final_congestion.png
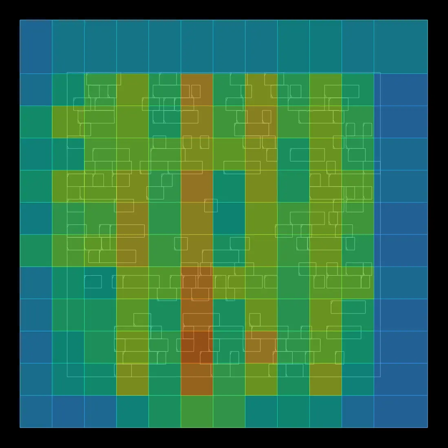
met1.png
Scale bar: 20 um.
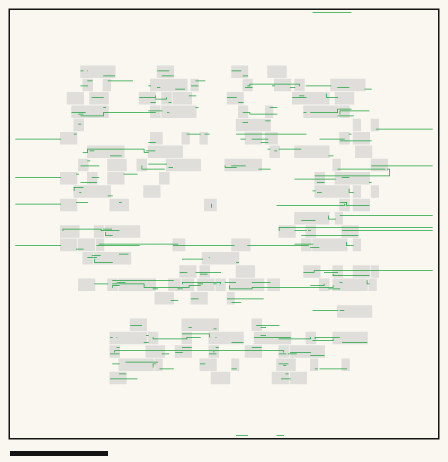
==> src/rtl/rv32i_pc.sv <==
// Program-counter register for the single-cycle RV32I datapath.
// Loads next_pc on every rising edge; synchronous active-high reset wins.
module rv32i_pc #(
  parameter int unsigned         XLEN         = 32,
  parameter logic [XLEN-1:0]     RESET_VECTOR = '0
) (
  input  logic            clk,
  input  logic            reset,
  input  logic [XLEN-1:0] next_pc,
  output logic [XLEN-1:0] pc
);

  // No enable and no masking: stalls feed pc back as next_pc, alignment lives upstream.
  always_ff @(posedge clk) begin
    if (reset) begin
      pc <= RESET_VECTOR;
    end else begin
      pc <= next_pc;
    end
  end

endmodule

==> config.mk <==
export PLATFORM = sky130hd
export DESIGN_NAME = rv32i_pc
export DESIGN_NICKNAME = d
export VERILOG_FILES = /design/src/rtl/rv32i_pc.sv
export SDC_FILE = /design/constraint.sdc
export NUM_CORES = 1
export LEC_CHECK = 0
export CELL_PAD_IN_SITES_DETAIL_PLACEMENT = 0
export CELL_PAD_IN_SITES_GLOBAL_PLACEMENT = 2
export CORE_MARGIN = 10
export CORE_UTILIZATION = 19
export CTS_BUF_LIST = sky130_fd_sc_hd__clkbuf_4
export CTS_CLUSTER_DIAMETER = 30
export DETAILED_ROUTE_END_ITERATION = 6
export GPL_TIMING_DRIVEN = 0
export PLACE_DENSITY_LB_ADDON = 0.1
export SYNTH_ARGS = -nofsm -noshare
export SYNTH_HDL_FRONTEND = slang
export SYNTH_SLANG_ARGS = --single-unit
==> constraint.sdc <==
create_clock -name clk -period 0.8 [get_ports clk]
set_input_delay 0.16 -clock clk [delete_from_list [all_inputs] [get_ports clk]]
set_output_delay 0.16 -clock clk [all_outputs]
set_load 0.01 [all_outputs]
==> impl_metrics.py <==
# Flow results
metrics = {
    "outcome": {
        "outcome": "finished with violations",
        "violations": "setup timing",
    },
    "layout": {
        "buffer_area_frac": 0.3818,
        "final_nets": 173,
        "top_register": "pc",
        "largest_register_ffs": 32,
        "comb_area_um2": 200.2,
        "syn2layout_area_growth_pct": 79.57,
        "nFlopsAndLatches": 32,
    },
    "routing": {
        "wl_met2_um": 1215,
        "dr.max_layer_used": "met4",
        "drt_iter0_markers": 7,
        "drc": 0,
        "via_per_inst": 3.640,
        "m1WireLength_um": 825,
    },
    "logic_synthesis": {
        "yosysCellCount": 67,
        "yosys.area.top_type": "dfxtp_1",
        "synthTopLogicFamily": "simple AND/OR/NAND/NOR gates",
        "ys.flop_type": "dfxtp_1",
        "compound_area_frac": 0,
    },
    "power": {
        "power_leader": "registers",
        "pwr-share-clk": 0.265,
        "comb-power_mw": 0.416,
        "power_mw": 2.890,
        "sequentialPower_mw": 1.71,
    },
    "sta": {
        "post-route-period-util": 1.153,
        "max_freq_mhz": 1084,
        "setup_violations": 32,
        "worst_slack_ns": -0.1226,
        "rsz0062_at_grt": "true",
    },
    "placed_design": {
        "dp_cells": 184,
    },
    "setup_path": {
        "cp-end-kind": "output port",
        "critical_path_arrival_ns": 0.76,
        "cp.depth": 1,
        "cp.required_ns": 0.64,
    },
    "floorplan": {
        "num_rows": 24,
        "die_w_um": 87.41,
    },
    "clocking": {
        "cts.sinks": 32,
        "postCtsSetupRepairBufs": 0,
    },
    "min_path": {
        "hold_end": "pc[24]",
        "hold_depth": 2,
    },
}
## Picture notes: final_congestion.png
GR Layer Usage met3: 0.05712
Overall Global Routing Usage: 0.06746
GR peak layer: met2

## Picture notes: met1.png
The layer carries 825 um of wire. The wires run mostly horizontal.
total number of vias: 688
routing usage on met1: 0.06544
final WL: 2511 um

Power is estimated from default activity; no workload was simulated.
